File: src/rtl/mul_div_unit.sv
// mul_div_unit -- iterative HI/LO multiply/divide unit for the execute stage.
//
// Owns the architectural HI/LO registers. Multiplies finish after MUL_CYCLES
// cycles. Divides take 32 restoring radix-2 iterations plus one sign-fix
// cycle. MTHI/MTLO write HI/LO directly from IDLE and never raise busy.
//
// Ports:
//   clk    in  1   rising-edge clock
//   reset  in  1   synchronous active-high reset, clears all state
//   start  in  1   operation request, only honoured when idle
//   op     in  3   000 MULT, 001 MULTU, 010 DIV, 011 DIVU, 100 MTHI, 101 MTLO
//   srca   in  32  rs: multiplicand / dividend / MTHI-MTLO source
//   srcb   in  32  rt: multiplier / divisor
//   busy   out 1   registered, high while a multiply or divide is in flight
//   done   out 1   registered, one-cycle pulse when a result lands in HI/LO
//   hi     out 32  HI register
//   lo     out 32  LO register
module mul_div_unit #(
  parameter int MUL_CYCLES = 4
) (
  input  logic        clk,
  input  logic        reset,
  input  logic        start,
  input  logic [2:0]  op,
  input  logic [31:0] srca,
  input  logic [31:0] srcb,
  output logic        busy,
  output logic        done,
  output logic [31:0] hi,
  output logic [31:0] lo
);

  localparam logic [2:0] OP_MULT  = 3'b000;
  localparam logic [2:0] OP_MULTU = 3'b001;
  localparam logic [2:0] OP_DIV   = 3'b010;
  localparam logic [2:0] OP_DIVU  = 3'b011;
  localparam logic [2:0] OP_MTHI  = 3'b100;
  localparam logic [2:0] OP_MTLO  = 3'b101;

  typedef enum logic [1:0] {S_IDLE, S_MUL, S_DIV, S_FIX} state_t;

  state_t      r_state;
  logic [5:0]  r_cnt;
  logic [31:0] r_a;       // latched srca (multiplicand, or original dividend)
  logic [31:0] r_b;       // latched multiplier
  logic        r_signed;  // multiply is signed
  logic [31:0] r_quo;     // dividend magnitude, shifted out as quotient shifts in
  logic [31:0] r_rem;     // partial remainder
  logic [31:0] r_dvs;     // divisor magnitude
  logic        r_qneg;    // quotient must be negated in FIX
  logic        r_rneg;    // remainder must be negated in FIX
  logic        r_dz;      // divide by zero

  // Multiply: extend to 64 bits by signedness; the low 64 bits of the
  // product are then correct for both MULT and MULTU.
  logic [63:0] w_mul_a, w_mul_b, w_prod;
  assign w_mul_a = r_signed ? {{32{r_a[31]}}, r_a} : {32'd0, r_a};
  assign w_mul_b = r_signed ? {{32{r_b[31]}}, r_b} : {32'd0, r_b};
  assign w_prod  = w_mul_a * w_mul_b;

  // Divide operand conditioning at accept.
  logic        w_div_sgn;
  logic [31:0] w_amag, w_bmag;
  assign w_div_sgn = (op == OP_DIV);
  assign w_amag    = (w_div_sgn && srca[31]) ? (32'd0 - srca) : srca;
  assign w_bmag    = (w_div_sgn && srcb[31]) ? (32'd0 - srcb) : srcb;

  // One restoring step: shift the next dividend bit into the remainder and
  // try to subtract. The shifted remainder can reach 33 bits for unsigned
  // divisors near 2^32, so the trial subtract is carried at 34 bits and
  // bit 33 is the borrow.
  logic [32:0] w_shift;
  logic [33:0] w_diff;
  logic        w_ge;
  assign w_shift = {r_rem, r_quo[31]};
  assign w_diff  = {1'b0, w_shift} - {2'b00, r_dvs};
  assign w_ge    = ~w_diff[33];

  logic [31:0] w_qfix, w_rfix;
  assign w_qfix = r_qneg ? (32'd0 - r_quo) : r_quo;
  assign w_rfix = r_rneg ? (32'd0 - r_rem) : r_rem;

  always_ff @(posedge clk) begin
    if (reset) begin
      r_state  <= S_IDLE;
      r_cnt    <= '0;
      r_a      <= '0;
      r_b      <= '0;
      r_signed <= 1'b0;
      r_quo    <= '0;
      r_rem    <= '0;
      r_dvs    <= '0;
      r_qneg   <= 1'b0;
      r_rneg   <= 1'b0;
      r_dz     <= 1'b0;
      busy     <= 1'b0;
      done     <= 1'b0;
      hi       <= '0;
      lo       <= '0;
    end else begin
      done <= 1'b0;
      case (r_state)
        S_IDLE: begin
          if (start) begin
            case (op)
              OP_MULT, OP_MULTU: begin
                r_a      <= srca;
                r_b      <= srcb;
                r_signed <= (op == OP_MULT);
                r_cnt    <= 6'(MUL_CYCLES - 1);
                busy     <= 1'b1;
                r_state  <= S_MUL;
              end
              OP_DIV, OP_DIVU: begin
                r_a     <= srca;
                r_quo   <= w_amag;
                r_dvs   <= w_bmag;
                r_rem   <= '0;
                r_qneg  <= w_div_sgn && (srca[31] ^ srcb[31]);
                r_rneg  <= w_div_sgn && srca[31];
                r_dz    <= (srcb == 32'd0);
                r_cnt   <= 6'd31;
                busy    <= 1'b1;
                r_state <= S_DIV;
              end
              OP_MTHI: hi <= srca;
              OP_MTLO: lo <= srca;
              default: ;  // reserved ops are ignored
            endcase
          end
        end
        S_MUL: begin
          if (r_cnt == 6'd0) begin
            {hi, lo} <= w_prod;
            busy     <= 1'b0;
            done     <= 1'b1;
            r_state  <= S_IDLE;
          end else begin
            r_cnt <= r_cnt - 6'd1;
          end
        end
        S_DIV: begin
          r_rem <= w_ge ? w_diff[31:0] : w_shift[31:0];
          r_quo <= {r_quo[30:0], w_ge};
          if (r_cnt == 6'd0) r_state <= S_FIX;
          else               r_cnt   <= r_cnt - 6'd1;
        end
        S_FIX: begin
          // Divide by zero overrides the iteration result with fixed values.
          if (r_dz) begin
            lo <= 32'hFFFF_FFFF;
            hi <= r_a;
          end else begin
            lo <= w_qfix;
            hi <= w_rfix;
          end
          busy    <= 1'b0;
          done    <= 1'b1;
          r_state <= S_IDLE;
        end
        default: r_state <= S_IDLE;
      endcase
    end
  end

endmodule

File: config.mk
export PLATFORM = sky130hd
export DESIGN_NAME = mul_div_unit
export DESIGN_NICKNAME = d
export VERILOG_FILES = /design/src/rtl/mul_div_unit.sv
export SDC_FILE = /design/constraint.sdc
export NUM_CORES = 2
export LEC_CHECK = 0
export CORE_MARGIN = 2
export CORE_UTILIZATION = 55
export DETAILED_ROUTE_END_ITERATION = 10
export DONT_BUFFER_PORTS = 1
export GPL_ROUTABILITY_DRIVEN = 0
export PLACE_DENSITY = 0.71
export SYNTH_ARGS = -nofsm -noshare
export SYNTH_HDL_FRONTEND = slang
export SYNTH_SLANG_ARGS = --single-unit
File: constraint.sdc
create_clock -name clk -period 11.75 [get_ports clk]
set_input_delay 2.35 -clock clk [delete_from_list [all_inputs] [get_ports clk]]
set_output_delay 2.35 -clock clk [all_outputs]
set_load 0.01 [all_outputs]
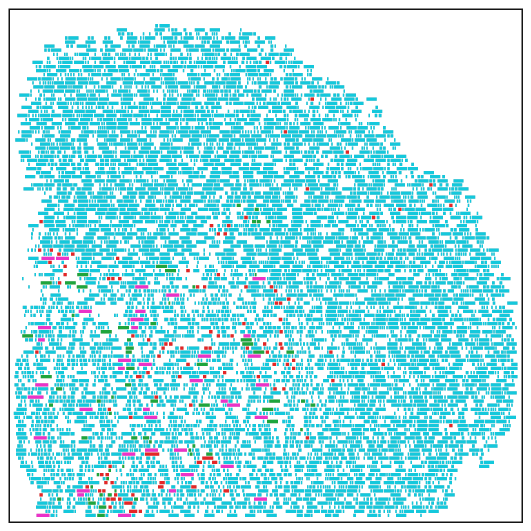
(drive-strength map)
(1.5 px per µm)
legend:
  magenta:
    size: drive 6 and up
    cells: 39
    most_used: clkbuf_16
  cyan:
    size: drive 1 or less
    cells: 6,652
    most_used: inv_1
  red:
    size: drive 3 to 4
    cells: 106
    most_used: buf_4
  green:
    size: drive 2
    cells: 65
    most_used: dfxtp_2
Buffers excl. clock: 92
final standard cell area without fillers: 64,600 µm²
layout-stage area growth over the synthesis result: 3.36%
final setup margin: 1.76 ns

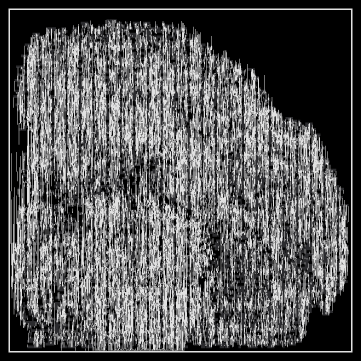
(the metal 2 layer)
(1 px per µm) Cells faint in the background.
nets with wire on the layer: 7,384
longest straight run: 89.4 µm
wire length on this layer: 86.8 mm
Total Routed Length: 189 mm
vias post-DR: 48,300
met2 Resource Use GR: 53.3%

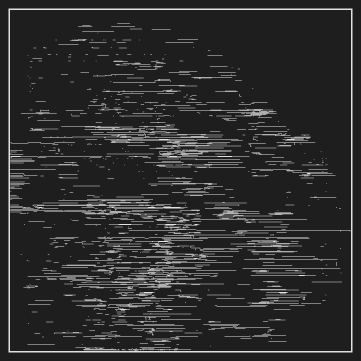
(M3 wires)
(1 px per µm)
share of all routed wire: 8.7%
wire length on this layer: 16,400 µm
met3 usage: 5.82%

==> per-stage QoR <==
step                      worst slack [ns]  instances
after floorplan                       2.83       7116
after global placement                2.04       8311
after detailed placement              1.92       8311
after CTS                             1.87       8362
after global routing                  1.40       8364
final                                 1.76       8367
==> worst min-delay path by stage <==
stage | end | cells past startpoint
final | r_b[28] | 2
after global routing | r_dvs[0] | 2
after CTS | r_dvs[0] | 2
after detailed placement | r_dvs[0] | 2
after global placement | r_dvs[31] | 2
after floorplan | r_dvs[31] | 2
==> worst max-delay path, delay by kind of cell (launching register included) <==
kind / cells / cell delay (ns)
adders and majority gates: 11 / 5.27
AOI/OAI and AO/OA: 3 / 1.36
and+or+nand+nor: 6 / 1.17
DFF: 1 / 0.98
buffers and inverters: 7 / 0.86
xor gates and xnor gates: 1 / 0.23
==> Table 3: Implementation characteristics <==
Summary of implementation characteristics

Parameter                              Value

Finish
  Flop Count    238
  Largest class    combinational gates
  Clock Network Area Fraction    1.46%
  Non-clock inverter total of the final layout    1,584
  Logic cell area    around 50,000 µm²
  Filler cell count in the final layout    around 10,000
  Flop area    4790 µm²
  Most instantiated logic cell after routing    inv_1
  Share of cell area taken by multi-input logic gates    77.9%

Logic synthesis
  Xor and xnor area share after synthesis    under 10%
  Logic family by area    adder cells
  Distinct lib cells    82
  Largest cells by area    fa_1, inv_1, dfxtp_1
  Cells after synthesis    7,116
  Cell total in the yosys stat output    7,116
  Most common cell in the netlist    inv_1
  Synth area leader    fa_1

Timing
  Setup TNS    0 ns
  Layout Skew    0.0286 ns
  Setup repair after global routing missed its margin    false
  Period utilization    between 80% and 90%
  Worst-case headroom to the max-slew limit    28.2%
  Time the worst path needs with I/O delays and setup    roughly 10 ns
  Slew at the pin closest to its max-slew limit    between 1 and 1.5 ns

Setup path
  Endpoint of the worst register-to-register path    hi[12]
  Crit path from    r_a[21]
  Required time at the worst-slack endpoint    12.24 ns
  Launch instance of the worst register-to-register path    r_a[21]
  Critical path capture point    hi[12]
  Highest cell delay on the worst timing path    0.98 ns

Power and ir drop
  Combinational share of power    ~48%
  Clock network power consumption    911 µW
  Post-route total power    4200 µW

Placement
  Count of buffers inserted at the top-level ports    0

Die
  Width of the die    341 µm
  Chip height    341 µm
  # Taps    1,500

CTS
  Number of hold buffers added after CTS    0
  Largest buffer count on any clock path    3
  Setup fix buffers added after clock tree synthesis    0
  Clock tree sinks    238
  H-tree levels    1
  Num CTS Buffers    29

Route
  DRC violation total after the first TritonRoute iteration    4,501
  First-pass iteration count of the detailed router    6

Run status
  Result of the run    finished, final reports clean

Job
  Maximum Capacitance Violations    0

GRT
  Global routing met1 resource utilization    43.0%
  Maximum number of pins on one net before global-route repair    214
Power is estimated from default activity; no workload was simulated.
